Design fft_sample_loader_flat, sky130hd; sources not shown.
**Run 1: wires at chosen ports, followed through buffers**

Bar = 20 um.
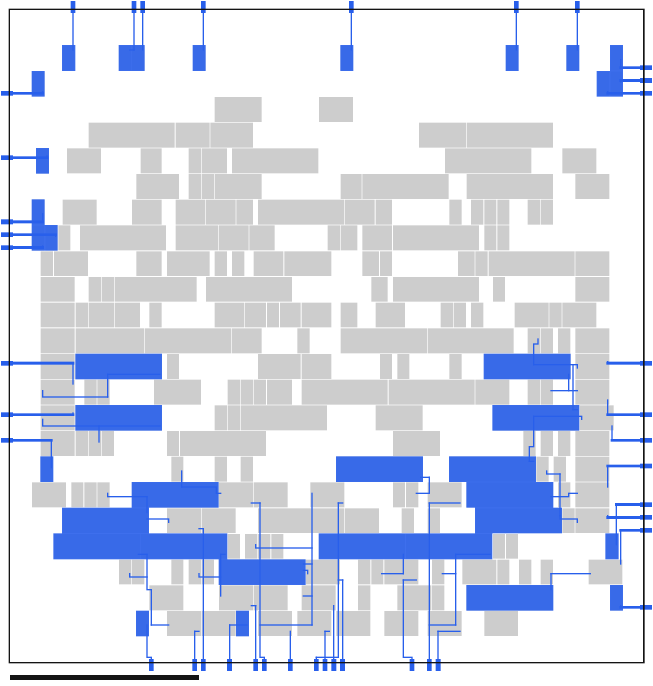
blue -> bus_dina  # direction output, edge 14 south, 11 east, 8 west, 7 north, end cells 36, buffers 20, wire 405 um
IO Pins: 72
number of port buffers: 51

**Run 1: placed cells, one colour a class**

Fill, decap, tap and diode cells in grey.
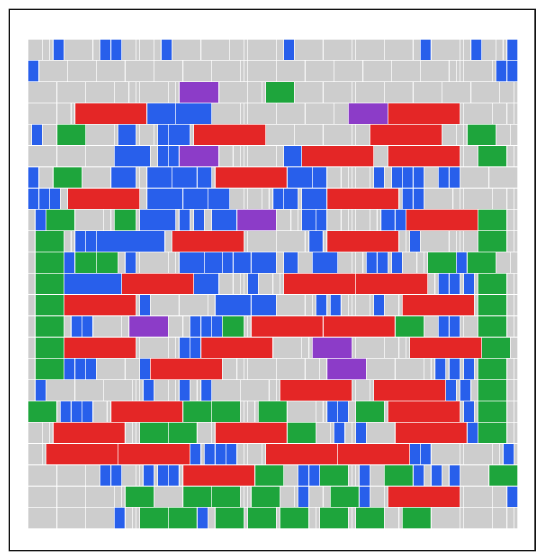
red -> registers  # cells 36, share of their area 40%
purple -> clock drivers and dummy loads  # cells 7, share of their area 4.3%
blue -> remaining logic cells  # cells 138, share of their area 31%
green -> remaining buffers and delay cells  # cells 55, share of their area 24%
sequential cell area share: 0.3932
final instance area: 2291 um2
post-layout util: 0.5854

**Run 1: wire density map**

The die is cut into 13 by 14 equal tiles; dark blue is low, red is high, scaled to the fullest tile. Values are wire area over tile area, all layers added.
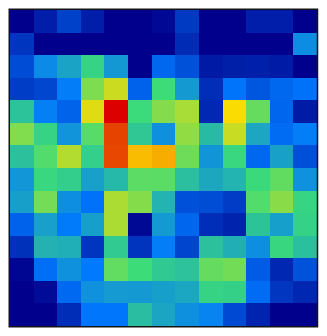
nearly empty tiles = 14%
emptiest ninth of the die = north-east
densest ninth of the die = centre
fullest tile = 0.36
tiles over half the peak = 18%
mean over tiles = 0.11
total wire length: 3029 um
GRT Overall Usage: 0.1471
via count: 1262
DR WL/cell: 10.59 um

==> reports/metrics.yaml, run 1 <==
detailed_routing:
  drtAntennaViolNets: 0
  drt-met1-wl_um: 1307
layout:
  seq_area_um2: 900.9
  comb_area_share: 0.2900
  buffers_excl_clock: 55
  lay_top_count: "nand2_1"
  area_dominant_class: "sequential cells"
worst_setup_path:
  path_common_cell: "inv_1"
  path_max_fanout: 4
  arrival_ns: 1.63
  path_buffers: 3
yosys:
  async_reset_ff_frac: 1.000
  top_cells_by_count: "nand2_1 (76), dfrtp_1 (36), buf_4 (26)"
  yosysTopAreaCell: "dfrtp_1"
  synthesis.area_um2: 1723
  yosysMostFrequentCell: "nand2_1"
  synth_cell_types: 27
  adder_share: 0.03631
  synthSimpleGateAreaFrac: 0.2440
  ys_sh_xor: 0.03558
timing:
  min_period_ns: 2.115
  fin_skew_ns: 0.004995
  rsz0062_at_grt: "false"
  setup_viol: 0
  finalWorstSetupSlack_ns: 0.2855
floorplan:
  fp_util: 0.4402
  rows: 23
run:
  warnings: 29
cts:
  cts_tree: "done"
  root_buffer: "clkbuf_8"
run_status:
  status: "finished clean"
hold_path:
  hp-class: "reg -> reg"
global_routing:
  grt_pass1_wl_um: 5119
  antenna_found_initial: 0
pwr:
  ir_drop_mv: 0.6082
[run 1: stage by stage]
step	utilization	cell area [um2]
final	0.5854	2291
after CTS	0.5854	2291
after global routing	0.5854	2291
after floorplan	-	1794
after detailed placement	0.5607	2195
after global placement	0.5607	2195
[run 1: power groups by stage]
| stage | clock [mW] | combinational, mW | sequential, mW |
|---|---|---|---|
| floorplan | 0 | 0.466 | 0.991 |
| global placement | 0 | 0.958 | 0.980 |
| detailed placement | 0 | 0.986 | 0.986 |
| CTS | 0.473 | 0.991 | 0.977 |
| global route | 0.504 | 1.09 | 0.999 |
| finish | 0.453 | 0.971 | 0.972 |
[run 1: worst reg2reg max path, stage by stage (launching register included)]
cell and delay, ns:
dfrtp_1 0.39, inv_1 0.09, ha_1 0.22, buf_4 0.17, and2_2 0.20, a221oi_1 0.30
o211ai_1 0.14
==> run 2: changes to the inputs <==
--- a/config.mk
+++ b/config.mk
@@ -10,8 +10,8 @@
 export CTS_CLUSTER_SIZE = 30
 export DETAILED_ROUTE_END_ITERATION = 10
 export DIE_AREA = 0 0 67 69
-export MAX_ROUTING_LAYER = met4
 export PLACE_DENSITY = 0.82
+export SKIP_CTS_REPAIR_TIMING = 1
 export SYNTH_ARGS = -nofsm -noshare
 export SYNTH_HDL_FRONTEND = slang
 export SYNTH_SLANG_ARGS = --single-unit
==> reports/metrics.yaml, run 2 <==
floorplan:
  rows: 23
  io_pins: 72
pwr:
  clk-power_mw: 0.452
  comb-power_mw: 0.971
  ir_drop_mv: 0.6082
  power_leader: "sequential cells"
placed_design:
  place_area_um2: 2195
  numPortBuffers: 51
global_routing:
  track_usage: 0.1431
yosys:
  top_cells_by_count: "nand2_1 (76), dfrtp_1 (36), buf_4 (26)"
  yosysTopAreaCell: "dfrtp_1"
  synthesis.area_um2: 1723
  async_reset_ff_frac: 1.000
  yosysMostFrequentCell: "nand2_1"
layout:
  lay_top_count: "nand2_1"
  fin_area_um2: 2291
  seq_area_um2: 900.9
  fin_util: 0.5854
worst_setup_path:
  path_max_fanout: 4
  path_common_cell: "inv_1"
  path_buffers: 3
  arrival_ns: 1.63
timing:
  fin_skew_ns: 0.004995
  rsz0062_at_grt: "false"
  finalWorstSetupSlack_ns: 0.2855
  min_period_ns: 2.115
cts:
  root_buffer: "clkbuf_8"
detailed_routing:
  drt-met1-wl_um: 1306
  routed_wl_um: 3027
  drtAntennaViolNets: 0
run:
  warnings: 29
hold_path:
  hp-class: "reg -> reg"
run_status:
  status: "finished clean"
==> run 2: logic make-up after synthesis <==
family | synth area share
simple gates | 0.2440
flops | 0.5229
buf+inv | 0.1329
xor+xnor | 0.03559
compound gates | 0.02615
fa+ha+maj | 0.03631
other cells | 0.002177
==> run 2: area by class of cell <==
cell class,instances,area share
Timing Repair Buffer,55,0.2359
Multi-Input combinational cell,131,0.2900
Clock buffer,7,0.04205
Inverter,7,0.01147
Tap cell,50,0.02731
Sequential cell,36,0.3932
==> run 2: worst min-delay path: cells and delay by family, from the launching register on <==
| kind | cells | cell delay, ns |
|---|---|---|
| AND/OR/NAND/NOR | 2 | 0.10 |
| flip-flops | 1 | 0.34 |
**Run 2: cell placement**

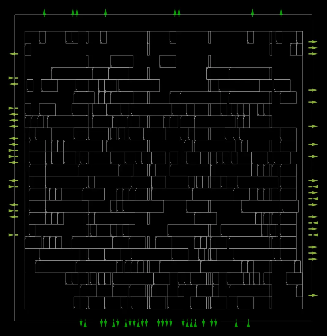
FFs & Latches: 36
core area: 3914 um2
final std cells w/o fill: 286

Power and IR drop assume default switching activity.
